### config.mk
export PLATFORM = sky130hd
export DESIGN_NAME = async_fifo_wr_arb
export DESIGN_NICKNAME = d
export VERILOG_FILES = /design/src/rtl/async_fifo_wr_arb.sv
export SDC_FILE = /design/constraint.sdc
export NUM_CORES = 1
export LEC_CHECK = 0
export ABC_AREA = 1
export CORE_MARGIN = 2
export CORE_UTILIZATION = 42
export DETAILED_ROUTE_END_ITERATION = 10
export PLACE_DENSITY = 0.87
export SLEW_MARGIN = 10
export SYNTH_ARGS = -nofsm -noshare
export SYNTH_HDL_FRONTEND = slang
export SYNTH_SLANG_ARGS = --single-unit
### constraint.sdc
create_clock -name wclk -period 2.1 [get_ports wclk]
set_clock_uncertainty 0.1 [all_clocks]
set_input_delay 0.42 -clock wclk [delete_from_list [all_inputs] [get_ports wclk]]
set_output_delay 0.42 -clock wclk [all_outputs]
set_load 0.03 [all_outputs]
### src/rtl/async_fifo_wr_arb.sv
// Round-robin arbiter sharing one async-FIFO write port among NREQ producers,
// with bounded bursts per producer and saturating write/stall statistics.
module async_fifo_wr_arb #(
    parameter int NREQ       = 4,
    parameter int DATA_WIDTH = 8,
    parameter int BURST_MAX  = 4,
    parameter int CNT_WIDTH  = 16,
    localparam int IDW       = $clog2(NREQ),
    localparam int BW        = $clog2(BURST_MAX + 1)
) (
    input  logic                       wclk,
    input  logic                       wrst_n,
    input  logic                       arb_en,
    input  logic [NREQ-1:0]            req_valid,
    input  logic [NREQ*DATA_WIDTH-1:0] req_data,
    output logic [NREQ-1:0]            req_ready,
    input  logic                       wfull,
    output logic                       winc,
    output logic [DATA_WIDTH-1:0]      wdata,
    output logic [IDW-1:0]             gnt_id,
    output logic [CNT_WIDTH-1:0]       wr_cnt,
    output logic [CNT_WIDTH-1:0]       stall_cnt
);

    logic [IDW-1:0]       last_q, last_d;
    logic [BW-1:0]        burst_q, burst_d;
    logic [CNT_WIDTH-1:0] wr_cnt_q, wr_cnt_d;
    logic [CNT_WIDTH-1:0] stall_cnt_q, stall_cnt_d;
    logic [IDW-1:0]       cand;
    logic [IDW-1:0]       scan_idx;
    logic                 any_valid;
    logic                 sticky;
    logic                 stall;

    assign any_valid = |req_valid;
    // burst_q == 0 only after reset: no burst is in progress, so the scan
    // starts above last and the first grant goes to requester 0.
    assign sticky    = req_valid[last_q] && (burst_q != '0) && (burst_q < BW'(BURST_MAX));
    assign winc      = wrst_n & arb_en & any_valid & ~wfull;
    assign stall     = arb_en & any_valid & wfull;

    always_comb begin
        cand     = last_q;
        scan_idx = last_q;
        for (int k = NREQ; k >= 1; k--) begin
            scan_idx = IDW'((int'(last_q) + k) % NREQ);
            if (req_valid[scan_idx]) begin
                cand = scan_idx;
            end
        end
        if (sticky) begin
            cand = last_q;
        end
    end

    always_comb begin
        req_ready = '0;
        wdata     = '0;
        for (int i = 0; i < NREQ; i++) begin
            if (cand == IDW'(i)) begin
                req_ready[i] = winc;
                wdata        = req_data[i*DATA_WIDTH +: DATA_WIDTH];
            end
        end
    end

    assign gnt_id    = cand;
    assign wr_cnt    = wr_cnt_q;
    assign stall_cnt = stall_cnt_q;

    always_comb begin
        last_d      = last_q;
        burst_d     = burst_q;
        wr_cnt_d    = wr_cnt_q;
        stall_cnt_d = stall_cnt_q;
        if (winc) begin
            if (cand == last_q) begin
                if (burst_q < BW'(BURST_MAX)) begin
                    burst_d = burst_q + 1'b1;
                end
            end else begin
                last_d  = cand;
                burst_d = BW'(1);
            end
            if (wr_cnt_q != '1) begin
                wr_cnt_d = wr_cnt_q + 1'b1;
            end
        end
        if (stall && (stall_cnt_q != '1)) begin
            stall_cnt_d = stall_cnt_q + 1'b1;
        end
    end

    always_ff @(posedge wclk) begin
        if (!wrst_n) begin
            last_q      <= IDW'(NREQ - 1);
            burst_q     <= '0;
            wr_cnt_q    <= '0;
            stall_cnt_q <= '0;
        end else begin
            last_q      <= last_d;
            burst_q     <= burst_d;
            wr_cnt_q    <= wr_cnt_d;
            stall_cnt_q <= stall_cnt_d;
        end
    end

endmodule

==> reports/results.tsv, run 1 <==
stage	metric	value	unit
setup_path	endpoint of the worst-slack reg-to-reg timing path	last_q[0]	
placement	number of port buffers	86	
sta	relative slew slack	69.6	%
outcome	outcome	finished with violations	
outcome	violated checks	setup timing	
clock_network	CTS tree	built	
sta	endpoints failing hold	0	
setup_path	cell with the largest stage delay on the worst path	sky130_fd_sc_hd__dfxtp_4	
synth	post-synth net total	438	
sta	setup repair after global routing missed its margin	yes	
placement	Area after DPL	0.00376	mm^2
pwr	sequential share of power	26.0	%
setup_path	sort of element at the start of the critical path	flop	
drt	number of nets still failing antenna checks after routing	0	
sta	Hold WS	0.367	ns
setup_path	number of logic stages on the critical path including buffering	15	
placement	Place WS	-0.702	ns
placement	final RePlAce weighted congestion	0.922	
synth	count of mapped cells out of synthesis	394	
sta	final worst slack	-0.554	ns
layout	most common cell after layout, fill and taps aside	sky130_fd_sc_hd__nand2_1	
hold_path	instance count along the most critical hold path	1	
setup_path	depth of the most critical reg-to-reg path	16	
pwr	internal power of the cells	0.00174	W
synth	total of warnings raised by yosys	0	
sta	pin slew with the least headroom to its limit	0.453	ns
pwr	maximum vdd drop	0.533	mV
sta	fin. max-slew vios	0	
pwr	Sw Ratio	37.9	%
floorplanning	overall chip area	0.00686	mm^2
sta	fmax	377	MHz
layout	cell area after layout	0.00448	mm^2
floorplanning	die width	82.9	um
layout	share of cells above drive strength 1	31.7	%
drt	first-pass iteration count of the detailed router	5	
setup_path	data required time of the worst path	1.58	ns
floorplanning	IO Count	87	
clock_network	H-tree levels	2	
global_route	global-route wire length before repair	14.3	mm
run	Max Cap Viol	0	
hold_path	Hold/Removal Path Class	reg2reg	
sta	total of endpoints with negative setup slack in the final report	14	
sta	final period utilization	126	%
floorplanning	die span in y	82.9	um
pwr	combinational cell power	0.00152	W
pwr	largest power group	combinational logic	
floorplanning	initial core utilization	43.8	%
-- run 1: logic make-up (layout without fill, tap and decap cells) --
logic type / Yosys count / after routing / synth area share [%]
buffers and inverters: 62 / 205 / 11.6
adders and majority gates: 4 / 4 / 1.92
xor gates and xnor gates: 12 / 12 / 4.02
and+or+nand+nor: 233 / 235 / 44.6
DFF: 37 / 37 / 28.4
AOI/OAI and AO/OA: 46 / 46 / 9.49
-- run 1: synth_stat cells --
cell	number	area share, %
sky130_fd_sc_hd__a21boi_4	1	0.72
sky130_fd_sc_hd__a21oi_1	25	4.8
sky130_fd_sc_hd__a31oi_1	1	0.24
sky130_fd_sc_hd__and3_1	1	0.24
sky130_fd_sc_hd__buf_12	1	0.77
sky130_fd_sc_hd__buf_2	3	0.57
sky130_fd_sc_hd__buf_6	3	1.3
sky130_fd_sc_hd__buf_8	1	0.57
sky130_fd_sc_hd__clkbuf_1	4	0.57
sky130_fd_sc_hd__clkbuf_8	1	0.53
sky130_fd_sc_hd__dfxtp_1	37	28
sky130_fd_sc_hd__ha_1	4	1.9
sky130_fd_sc_hd__inv_1	45	6.5
sky130_fd_sc_hd__inv_2	3	0.43
sky130_fd_sc_hd__inv_8	1	0.43
sky130_fd_sc_hd__nand2_1	105	15
sky130_fd_sc_hd__nand2_2	9	2.2
sky130_fd_sc_hd__nand2_4	2	0.86
sky130_fd_sc_hd__nand3_1	44	8.4
sky130_fd_sc_hd__nand3_2	7	2.7
sky130_fd_sc_hd__nand3_4	1	0.67
sky130_fd_sc_hd__nand3b_1	3	0.86
sky130_fd_sc_hd__nand4_1	11	2.6
sky130_fd_sc_hd__nand4_2	4	1.9
sky130_fd_sc_hd__nor2_1	20	2.9
sky130_fd_sc_hd__nor2_4	1	0.43
sky130_fd_sc_hd__nor3_1	18	3.5
sky130_fd_sc_hd__nor3_4	1	0.62
sky130_fd_sc_hd__nor3b_1	4	1.2
sky130_fd_sc_hd__nor4_1	2	0.48
sky130_fd_sc_hd__o21ai_0	17	3.3
sky130_fd_sc_hd__o21ai_1	1	0.19
sky130_fd_sc_hd__o21bai_1	1	0.29
sky130_fd_sc_hd__xnor2_1	6	2.0
sky130_fd_sc_hd__xor2_1	6	2.0
-- run 1: timing repair --
item	in CTS	in global routing
setup buffers	16	11
gates cloned	5	1
pin swaps	27	24
endpoints found under the setup margin	36	38
resized	58	58
-- run 1: final cells by class --
cell class / instances / area (um^2) / area share [%]
tap: 75 / 93.8 / 2.10
clock inverter: 1 / 5.00 / 0.112
inverter: 49 / 199 / 4.44
multi-input combinational: 297 / 1870 / 41.9
sequential: 37 / 752 / 16.8
timing repair buffer: 148 / 1460 / 32.6
clock buffer: 7 / 96.3 / 2.15
-- run 1: state kept, by name (all words and copies together), names as in the netlist --
name and flops:
stall_cnt 16, wr_cnt 16, last_q 2, burst_q 3
-- run 1: per-layer routing --
layer	up-vias	track usage, %	share of wire (%)
met2	155	44.6	51
met4	0	8.49	2.3
met3	23	3.08	6.1
met5	-	0	0
met1	1520	29.5	40
li1	1592	-	-
Fig. 1: run 1, wire density map
Bar = 20 um. The die is cut into 17 by 17 equal tiles; black is low, pale yellow is high, scaled to the fullest tile. Values are wire area over tile area, all layers added.
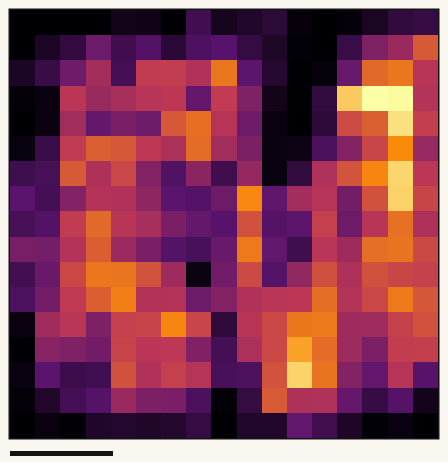
fullest tile: 0.64
mean over tiles: 0.22
nearly empty tiles: 8.7%
emptiest ninth of the die: top left
total vias in the final route: 3290
GR Util All Layers: 24.5%
WL final: 9.49 mm
detailed-route wire length per cell: 15.5 um

Fig. 2: run 1, cell placement
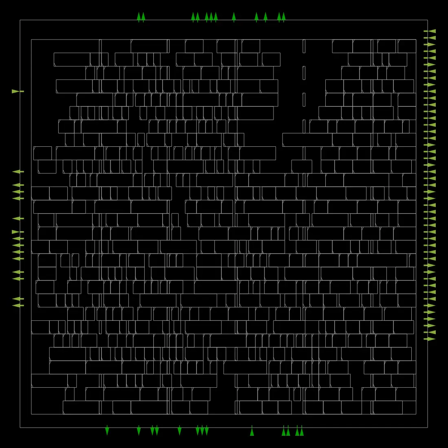
Placeable Area: 0.00596 mm^2
number of tapcells: 75
number of cell rows: 28

Fig. 3: run 1, layout detail
Bar = 20 um. Window x 0 to 50, y 0 to 50 um. Cells in grey, sequential cells in the stronger grey; small squares are vias.
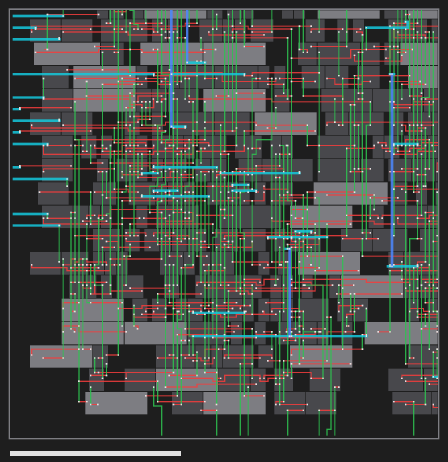
[met3] cyan
[met2] green
[met1] red
[met4] blue
most frequent: nand2_1 (40), inv_1 (19), clkdlybuf4s50_1 (19)
cells with their middle in the window: 209
sequential cells in the window: 21
netlist names of flops here include: wr_cnt (16), last_q (2), stall_cnt (2)

==> inputs of run 2 (changes only) <==
- PLACE_DENSITY: 0.87 -> 0.73
Fig. 4: run 2, placed cells, one colour a class
Fill, decap, tap and diode cells in grey.
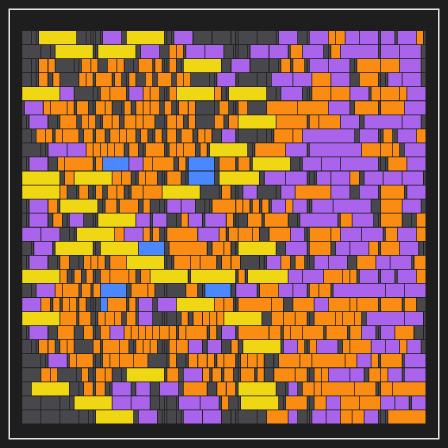
[all other logic] orange | cells: 345
[other buffers and delay cells] purple | cells: 159
[clock drivers and dummy loads] blue | cells: 7
[flip-flops] yellow | cells: 37
cell area after layout: 0.00468 mm^2
sequential share of cell area: 16.0%
fin util: 78.6%

Fig. 5: run 2, wire density map
Bar = 20 um. The die is cut into 17 by 17 equal tiles; black is low, pale yellow is high, scaled to the fullest tile. Values are wire area over tile area, all layers added.
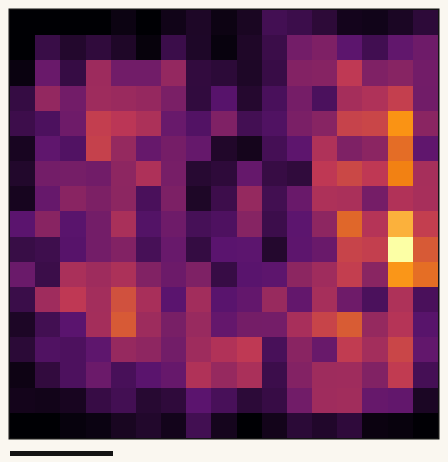
fullest tile: 0.78
emptiest ninth of the die: top middle
tiles over half the peak: 11%
nearly empty tiles: 3.8%
densest ninth of the die: right middle
mean over tiles: 0.22
detailed-route wire length per cell: 15.4 um
total vias in the final route: 3240

==> run 2 against run 1 <==
The run still ends with setup timing left. Die area is the same. Core utilization grew 3.4 points. Sequential power is essentially flat. Final area grew 4.5%. Routed wire length grew 1.3%. Combinational power grew about 10%. Sequential share of layout area shrank 0.83 points. Global-route usage grew 1.3 points. Via count shrank 1.5%.
==> reports/results.tsv, run 2 <==
stage	metric	value	unit
drt	number of nets still failing antenna checks after routing	0	
pwr	sequential share of power	25.0	%
synth	post-synth tally of flip-flops with integrated enable	0	
global_route	global-route wire length before repair	14.9	mm
synth	comb area leader	simple AND/OR/NAND/NOR gates	
synth	Synth async-reset ratio	0	%
synth	dominant synthesized flop cell	sky130_fd_sc_hd__dfxtp_1	
sta	setup repair after global routing missed its margin	yes	
placement	Area after DPL	0.00381	mm^2
sta	fin. max-slew vios	0	
global_route	GR Util All Layers	25.8	%
sta	total of endpoints with negative setup slack in the final report	14	
placement	final RePlAce weighted congestion	0.862	
sta	fmax	367	MHz
synth	AND-OR/OR-AND Cells, Area Fraction	9.49	%
sta	pin slew with the least headroom to its limit	0.374	ns
sta	final worst slack	-0.623	ns
outcome	outcome	finished with violations	
setup_path	data required time of the worst path	1.58	ns
sta	relative slew slack	74.8	%
synth	post-synth net total	438	
layout	most common cell after layout, fill and taps aside	sky130_fd_sc_hd__nand2_1	
sta	final period utilization	130	%
synth	share of synthesized cell area in and, or, nand and nor gates	44.6	%
outcome	violated checks	setup timing	
Fig. 6: run 2, layout detail
Bar = 20 um. Window x 0 to 50, y 0 to 50 um. Cells in grey, sequential cells in the stronger grey; small squares are vias.
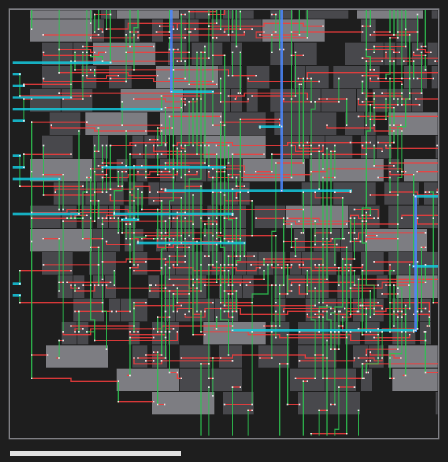
[met1] red
[met3] cyan
[met2] green
[met4] blue
most frequent: nand2_1 (34), inv_1 (22)
netlist names of flops here include: wr_cnt (16), stall_cnt (4), last_q (2)
sequential cells in the window: 23
cells with their middle in the window: 203

run 2: netlist changes by cell type in the layout (fill, tap and decap cells not counted), sizes merged:
cell           change
buf               +12
clkdlybuf4s50      +2
nand2              -1
clkinv             -1
dlygate4sd2        -2
dlymetal6s2s       -1
run 2: metrics by stage:
step	setup WS, ns	hold slack, ns	total power (W)
final	-0.623	0.375	0.00291
after global routing	-0.711	0.426	0.00303
after CTS	-0.536	0.379	0.00275
after detailed placement	-0.722	0.369	0.00177
after global placement	-0.635	0.366	0.00176
after floorplan	-0.0872	0.353	0.00142
run 2: worst paths after layout:
path | cells after the start | end | startpoint
max | 14 | wdata[7] | last_q[0]
max reg2reg | 16 | last_q[0] | last_q[0]
min | 2 | stall_cnt[5] | stall_cnt[5]
min reg2reg | 2 | stall_cnt[5] | stall_cnt[5]
run 2: area by class of cell:
class | instances | area (um^2) | area share, %
tap | 75 | 93.8 | 2.01
clock buffer | 7 | 86.3 | 1.84
sequential | 37 | 747 | 16.0
multi-input combinational | 296 | 1950 | 41.6
timing repair buffer | 159 | 1600 | 34.3
inverter | 49 | 201 | 4.30
run 2: power by group through the flow:
stage	clock, W	combinational [W]	sequential, W
after CTS	0.000509	0.00152	0.000726
after global placement	0	0.00102	0.000739
after global routing	0.000543	0.00176	0.000730
after detailed placement	0	0.00103	0.000739
final	0.000500	0.00168	0.000728
after floorplan	0	0.000678	0.000746
run 2: critical path, stage by stage, from the launching register on:
cell,delay (ns)
sky130_fd_sc_hd__dfxtp_4,0.43
sky130_fd_sc_hd__buf_6,0.15
sky130_fd_sc_hd__nand2_2,0.05
sky130_fd_sc_hd__nand2_2,0.09
sky130_fd_sc_hd__nand2_1,0.05
sky130_fd_sc_hd__nand2_1,0.08
sky130_fd_sc_hd__nand2_2,0.08
sky130_fd_sc_hd__nand2_4,0.10
sky130_fd_sc_hd__nand2_4,0.09
sky130_fd_sc_hd__nand2_4,0.11
sky130_fd_sc_hd__nand2_8,0.09
sky130_fd_sc_hd__nor2_4,0.22
sky130_fd_sc_hd__nand2_1,0.12
sky130_fd_sc_hd__nand4_1,0.12
sky130_fd_sc_hd__buf_6,0.15
run 2: cells by family after synthesis:
family,Yosys count
compound gates,46
flops,37
buf+inv,62
fa+ha+maj,4
simple gates,233
xor+xnor,12
run 2: metal layers:
metal / wire, um / track usage [%] / vias up
li1: - / - / 1610
met3: 452 / 5.17 / 19
met1: 4110 / 31.6 / 1513
met2: 4830 / 45.8 / 98
met5: 0 / 0 / -
met4: 216 / 7.15 / 0
run 2: timing repair:
item / in CTS / in global routing
setup buffers: 27 / 9
hold buffers: 0 / 0
pin swaps: 27 / 26
endpoints found under the hold margin: 0 / 0
resized: 70 / 70
cloned: 5 / 0
setup endpoints to repair: 37 / 29
Power and IR drop assume default switching activity.
